[src/rtl/uart_pkg.sv]
`default_nettype none
// ============================================================================
// Module   : uart_pkg
// Brief    : Shared types and baud constants for the 8N1 UART receiver.
// Revision : 1.0 - initial release
// ============================================================================
package uart_pkg;

  typedef enum logic [1:0] {
    IDLE  = 2'd0,
    START = 2'd1,
    DATA  = 2'd2,
    STOP  = 2'd3
  } state_t;

  localparam int unsigned CLK_FREQ_HZ          = 100_000_000;
  localparam int unsigned BAUD                 = 9600;
  localparam int unsigned CLKS_PER_BIT_DEFAULT = CLK_FREQ_HZ / BAUD;

  // Counter value at which the start bit is checked (mid start bit).
  function automatic logic [31:0] half_period_last(input int unsigned cpb);
    return 32'(cpb / 2 - 1);
  endfunction

endpackage
`default_nettype wire

[src/rtl/uart_rx_8n1_if.sv]
`default_nettype none
// ============================================================================
// Module   : uart_rx_8n1_if
// Brief    : Serial line and received-byte strobes between pin, receiver, decoder.
// Revision : 1.0 - initial release
// ============================================================================
interface uart_rx_8n1_if #(
  parameter int unsigned DATA_BITS = 8
);

  logic                 rx;
  logic [DATA_BITS-1:0] rx_data;
  logic                 rx_valid;
  logic                 frame_err;
  logic                 busy;

  modport master (
    input  rx,
    output rx_data,
    output rx_valid,
    output frame_err,
    output busy
  );

  modport slave (
    output rx,
    input  rx_data,
    input  rx_valid,
    input  frame_err,
    input  busy
  );

endinterface
`default_nettype wire

[src/rtl/sync_2ff.sv]
`default_nettype none
// ============================================================================
// Module   : sync_2ff
// Brief    : Two-flop synchroniser for a single asynchronous input bit.
// Revision : 1.0 - initial release
// ============================================================================
module sync_2ff #(
  parameter logic RST_VAL = 1'b1
) (
  input  wire  clk_in,
  input  wire  rst,
  input  wire  i_d,
  output logic o_q
);

  logic r_meta;
  logic r_sync;

  always_ff @(posedge clk_in or posedge rst) begin
    if (rst) begin
      r_meta <= RST_VAL;
      r_sync <= RST_VAL;
    end else begin
      r_meta <= i_d;
      r_sync <= r_meta;
    end
  end

  assign o_q = r_sync;

endmodule
`default_nettype wire

[src/rtl/uart_rx_8n1.sv]
`default_nettype none
// ============================================================================
// Module   : uart_rx_8n1
// Brief    : 8N1 UART receiver, mid-bit sampling, valid and framing-error strobes.
// Revision : 1.0 - initial release
// ============================================================================
module uart_rx_8n1
  import uart_pkg::*;
#(
  parameter int unsigned CLKS_PER_BIT = CLKS_PER_BIT_DEFAULT,
  parameter int unsigned DATA_BITS    = 8
) (
  input  wire             clk_in,
  input  wire             rst,
  uart_rx_8n1_if.master   bus
);

  localparam logic [31:0]         c_half_last = half_period_last(CLKS_PER_BIT);
  localparam logic [31:0]         c_bit_last  = 32'(CLKS_PER_BIT - 1);
  localparam int unsigned         c_idx_w     = $clog2(DATA_BITS + 1);
  localparam logic [c_idx_w-1:0]  c_idx_last  = c_idx_w'(DATA_BITS - 1);

  if (CLKS_PER_BIT < 4) begin : g_cpb_check
    $error("uart_rx_8n1: CLKS_PER_BIT must be at least 4");
  end

  state_t               r_state;
  state_t               w_state_next;
  logic [31:0]          r_cnt;
  logic [c_idx_w-1:0]   r_bit_idx;
  logic [DATA_BITS-1:0] r_shift;
  logic [DATA_BITS-1:0] r_rx_data;
  logic                 r_rx_valid;
  logic                 r_frame_err;

  logic w_rx_s;
  logic w_half_hit;
  logic w_bit_hit;
  logic w_busy;
  logic w_data_tick;
  logic w_stop_tick;
  logic w_valid_set;
  logic w_ferr_set;

  sync_2ff #(
    .RST_VAL (1'b1)
  ) u_sync (
    .clk_in (clk_in),
    .rst    (rst),
    .i_d    (bus.rx),
    .o_q    (w_rx_s)
  );

  assign w_half_hit = (r_cnt == c_half_last);
  assign w_bit_hit  = (r_cnt == c_bit_last);

  always_ff @(posedge clk_in or posedge rst) begin
    if (rst) begin
      r_state <= IDLE;
    end else begin
      r_state <= w_state_next;
    end
  end

  always_comb begin
    w_state_next = r_state;
    case (r_state)
      IDLE: begin
        if (!w_rx_s) w_state_next = START;
      end
      START: begin
        // A start bit that is high again at mid-bit was a glitch.
        if (w_half_hit) w_state_next = w_rx_s ? IDLE : DATA;
      end
      DATA: begin
        if (w_bit_hit && (r_bit_idx == c_idx_last)) w_state_next = STOP;
      end
      STOP: begin
        if (w_bit_hit) w_state_next = IDLE;
      end
      default: w_state_next = IDLE;
    endcase
  end

  always_comb begin
    w_busy      = (r_state != IDLE);
    w_data_tick = 1'b0;
    w_stop_tick = 1'b0;
    case (r_state)
      DATA:    w_data_tick = w_bit_hit;
      STOP:    w_stop_tick = w_bit_hit;
      default: ;
    endcase
    w_valid_set = w_stop_tick & w_rx_s;
    w_ferr_set  = w_stop_tick & ~w_rx_s;
  end

  // Restarting the count after each data sample keeps samples one bit apart.
  always_ff @(posedge clk_in or posedge rst) begin
    if (rst) begin
      r_cnt       <= '0;
      r_bit_idx   <= '0;
      r_shift     <= '0;
      r_rx_data   <= '0;
      r_rx_valid  <= 1'b0;
      r_frame_err <= 1'b0;
    end else begin
      if ((w_state_next != r_state) || w_data_tick) begin
        r_cnt <= '0;
      end else begin
        r_cnt <= r_cnt + 32'd1;
      end

      if (r_state != DATA) begin
        r_bit_idx <= '0;
      end else if (w_data_tick) begin
        r_bit_idx <= r_bit_idx + 1'b1;
      end

      if (w_data_tick) begin
        r_shift <= {w_rx_s, r_shift[DATA_BITS-1:1]};
      end

      if (w_valid_set) begin
        r_rx_data <= r_shift;
      end

      r_rx_valid  <= w_valid_set;
      r_frame_err <= w_ferr_set;
    end
  end

  assign bus.rx_data   = r_rx_data;
  assign bus.rx_valid  = r_rx_valid;
  assign bus.frame_err = r_frame_err;
  assign bus.busy      = w_busy;

endmodule
`default_nettype wire

[src/flat_wrapper.sv]
// flat-port wrapper written by rule: the top's interface ports become plain ports
module uart_rx_8n1_flat import uart_pkg::*;
#(
  parameter int unsigned CLKS_PER_BIT = CLKS_PER_BIT_DEFAULT,
  parameter int unsigned DATA_BITS    = 8
)
  (clk_in, rst, bus_rx, bus_rx_data, bus_rx_valid, bus_frame_err, bus_busy);
  uart_rx_8n1_if #(.DATA_BITS(DATA_BITS)) bus_i ();
  input  wire clk_in;
  input  wire rst;
  input wire logic [$bits(bus_i.rx)-1:0] bus_rx;
  output wire logic [$bits(bus_i.rx_data)-1:0] bus_rx_data;
  output wire logic [$bits(bus_i.rx_valid)-1:0] bus_rx_valid;
  output wire logic [$bits(bus_i.frame_err)-1:0] bus_frame_err;
  output wire logic [$bits(bus_i.busy)-1:0] bus_busy;
  assign bus_i.rx = bus_rx;
  assign bus_rx_data = bus_i.rx_data;
  assign bus_rx_valid = bus_i.rx_valid;
  assign bus_frame_err = bus_i.frame_err;
  assign bus_busy = bus_i.busy;
  uart_rx_8n1 #(.CLKS_PER_BIT(CLKS_PER_BIT), .DATA_BITS(DATA_BITS)) u_core (.clk_in(clk_in), .rst(rst), .bus(bus_i));
endmodule
[config.mk]
export PLATFORM = sky130hd
export DESIGN_NAME = uart_rx_8n1_flat
export DESIGN_NICKNAME = d
export VERILOG_FILES = /design/src/rtl/uart_pkg.sv /design/src/rtl/uart_rx_8n1_if.sv /design/src/rtl/sync_2ff.sv /design/src/rtl/uart_rx_8n1.sv /design/src/flat_wrapper.sv
export SDC_FILE = /design/constraint.sdc
export NUM_CORES = 1
export LEC_CHECK = 0
export CELL_PAD_IN_SITES_DETAIL_PLACEMENT = 0
export CELL_PAD_IN_SITES_GLOBAL_PLACEMENT = 2
export CORE_ASPECT_RATIO = 0.5
export CORE_MARGIN = 8
export CORE_UTILIZATION = 45
export DETAILED_ROUTE_END_ITERATION = 16
export DONT_BUFFER_PORTS = 1
export GPL_TIMING_DRIVEN = 1
export PLACE_DENSITY = 0.85
export SYNTH_ARGS = -nofsm -noshare
export SYNTH_HDL_FRONTEND = slang
export SYNTH_HIERARCHICAL = 1
export SYNTH_SLANG_ARGS = --single-unit
export TNS_END_PERCENT = 20
[constraint.sdc]
create_clock -name clk_in -period 5.55 [get_ports clk_in]
set_clock_uncertainty 0.05 [all_clocks]
set_input_delay 0.555 -clock clk_in [delete_from_list [all_inputs] [get_ports clk_in]]
set_output_delay 0.555 -clock clk_in [all_outputs]
set_load 0.1 [all_outputs]
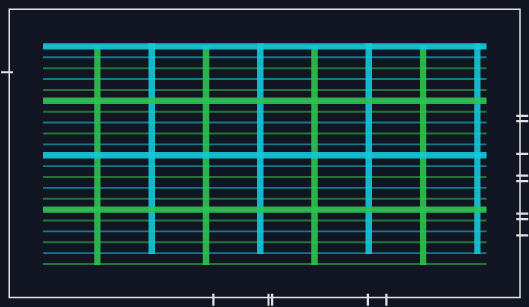
Figure 1: power grid.
(4 px per um) Pins as bars on the die edge.
| colour | net |
|---|---|
| cyan | VDD |
| green | VSS |
signal pins: 14
met5 straps: 4
met1 rails: 21
rows: 20
met4 straps: 8
Core Area: 0.00603 mm^2
largest vdd supply drop: 0.134 mV

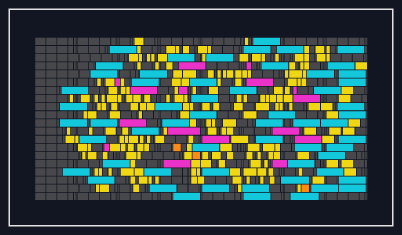
Figure 2: placed cells, one colour a class.
(3 px per um) Fill, decap, tap and diode cells in grey.
| colour | class | cells | share of their area |
|---|---|---|---|
| cyan | flops | 58 | 47% |
| orange | other buffers and delay cells | 3 | 0.73% |
| magenta | clock drivers and dummy loads | 16 | 9.6% |
| yellow | combinational and other logic | 197 | 42% |
fraction of area in registers: 45.5%
Final Util: 52.9%

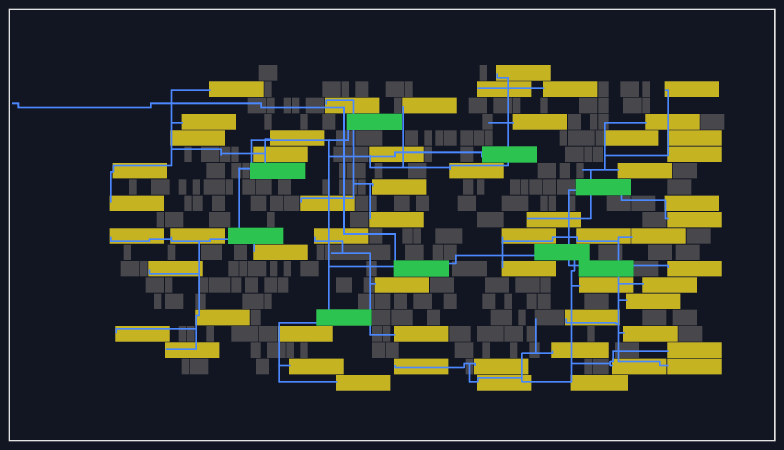
Figure 3: routed clock nets over the placement.
(6 px per um)
[blue] clock wires | length: 821 um
[yellow] flip-flops | count: 58
[green] clock drivers | count: 9
flops lie: all over the die
clock latency on the worst-skew pair: 0.32 ns
Clk power: 0.544 mW
Clock Power Share: 55.6%

==> layout by cell type (no fill, tap or decap), drive strengths merged, types with 4 or more instances in the layout <==
| cell | count |
|---|---|
| clkbuf | 11 |
| clkinv | 4 |
| dfrtp | 56 |
| inv | 12 |
| mux2 | 17 |
| nand2 | 11 |
| nand3 | 12 |
| nand4 | 11 |
| nor2 | 45 |
| nor3 | 10 |
| nor4 | 11 |
| nor4bb | 4 |
| or2 | 5 |
| or4 | 4 |
| xnor2 | 24 |
| xor2 | 8 |
==> power by group through the flow <==
stage	clock [mW]	sequential, mW	combinational, mW
floorplan	0	0.432	0.00655
global placement	0	0.433	0.00936
detailed placement	0	0.433	0.00972
CTS	0.554	0.426	0.00970
global route	0.573	0.425	0.0109
finish	0.544	0.426	0.00898
==> worst register-to-register path, cell delays in order (launching register included) <==
cell	delay, ns
dfrtp_1	0.45
nor4bb_1	0.55
nand3_1	0.29
or3_4	0.43
nor2_4	0.25
mux2_1	0.35
==> logic make-up after synthesis <==
| group | Yosys count |
|---|---|
| and+or+nand+nor | 124 |
| xor gates and xnor gates | 32 |
| adders and majority gates | 2 |
| DFF | 58 |
| AOI/OAI and AO/OA | 8 |
| muxes | 19 |
| buffers and inverters | 17 |
==> through the flow <==
step	instances	instance area [um^2]
final	362	3190
after global routing	362	3190
after CTS	362	3190
after detailed placement	346	2900
after global placement	346	2900
after floorplan	260	2790
==> flip-flops by register name, summed over array words and instances, names as in the netlist <==
signal                count
u_core/bus.frame_err      1
u_core/bus.rx_data        8
u_core/bus.rx_valid       1
u_core/r_bit_idx          4
u_core/r_cnt             32
u_core/r_shift            8
u_core/r_state            2
u_core/u_sync/o_q         1
u_core/u_sync/r_meta      1
==> cell type report <==
| cell class | count | area share (%) |
|---|---|---|
| well taps | 88 | 3.45 |
| multi-input cells | 185 | 39.6 |
| clock inverters | 5 | 1.68 |
| inverters | 12 | 1.41 |
| clock buffers | 11 | 7.60 |
| flip-flops and latches | 58 | 45.5 |
| repair buffers | 3 | 0.705 |
==> final timing paths <==
path	end	start	slack, ns
worst max register to register	u_core/r_shift[5]	u_core/r_cnt[4]	3.05
worst max-delay path	u_core/r_shift[5]	u_core/r_cnt[4]	3.05
worst min-delay path	u_core/u_sync/r_meta	rst	0.09
min in group clk_in	u_core/u_sync/r_meta	bus_rx	0.18
worst min register to register	u_core/u_sync/o_q	u_core/u_sync/r_meta	0.31
max in group asynchronous	u_core/r_cnt[17]	rst	4.71
==> routing by layer <==
metal | vias to the layer above | share of wire, % | GRT usage (%)
met4 | 0 | 0.56 | 4.44
met5 | - | 0 | 0
met2 | 28 | 42 | 18.7
met1 | 951 | 52 | 18.3
li1 | 926 | - | -
met3 | 4 | 5.4 | 5.40
==> results.txt <==
fresh numbers from the pnr run: status=finished clean, global-route wire length before repair=9.52 mm, Yosys Instances=260, Worst Tran Pin Value=0.909 ns, hold crit path type=primary input to async pin, dpl ws=3.00 ns, crit path DAT=2.65 ns, sequential share of the synthesized area=52.1%, Synthesized Nets=265, Int Pwr=0.783 mW, CTS tree=done, synth cell count leaders=56 x dfrtp_1, 44 x nor2_1, 24 x xnor2_1, Adder Area Share=0.897%, GPL Wtd Cong=0.819, I/O Pins=14, worst-path fanout max=8, Tool Warnings=26, Data required, critical path=5.70 ns, Hold Buf Count CTS=0, clk buf depth=2, Gate power share=0.9%, Total Routing Usage GR=13.4%, Post-DP HPWL=3.81 mm, Post-synth EDFFs=0, Synth top cell by count=dfrtp_1, Post-Synth AOI/OAI Area=1.79%, cell count after synthesis=260, Setup crit start kind=flip-flop, R2R depth=5, final WL=5.57 mm, Crit Path Category=flip-flop to flip-flop, Max-area cell share=50.2%, Fin. Hold Viols=0, Setup TNS Final=0 ns, Max stage delay on crit path=0.55 ns, Avg Cell Area, Syn=10.7 um^2, Seq pwr share=43.5%, asr flop ratio synth=100%, clk root buf=clkbuf_16, biggest area cells=dfrtp_1 50%, xnor2_1 7.5%, nor2_1 5.9%, mux2_2 3.6%, mux2_1 3.2%, PostCTS Resize Cnt=0, Basic Gates by Area=25.0%, drc violations=0, Sw Pwr=0.196 mW, die width=127 um, fp util=46.2%, router iterations before antenna repair=4, fillcell total=543, 1st-iter DRT viols=115, CP top delay family=simple AND/OR/NAND/NOR gates, Setup violations, final=0, P per Cell Area=307 mW/mm^2, critical path depth=5, Final ANT Viol Nets=0, fin. max-slew vios=0, Die Y=71.7 um, XOR Share, Synth=10.0%, crit-path cells=nor4bb_1, nand3_1, or3_4, nor2_4, mux2_1, fin worst setup slack=3.05 ns, Final Cycle Share=45.1%, htree depth=3, largest family of logic cells by area=simple AND/OR/NAND/NOR gates, antenna cells=0
Power and IR drop assume default switching activity.
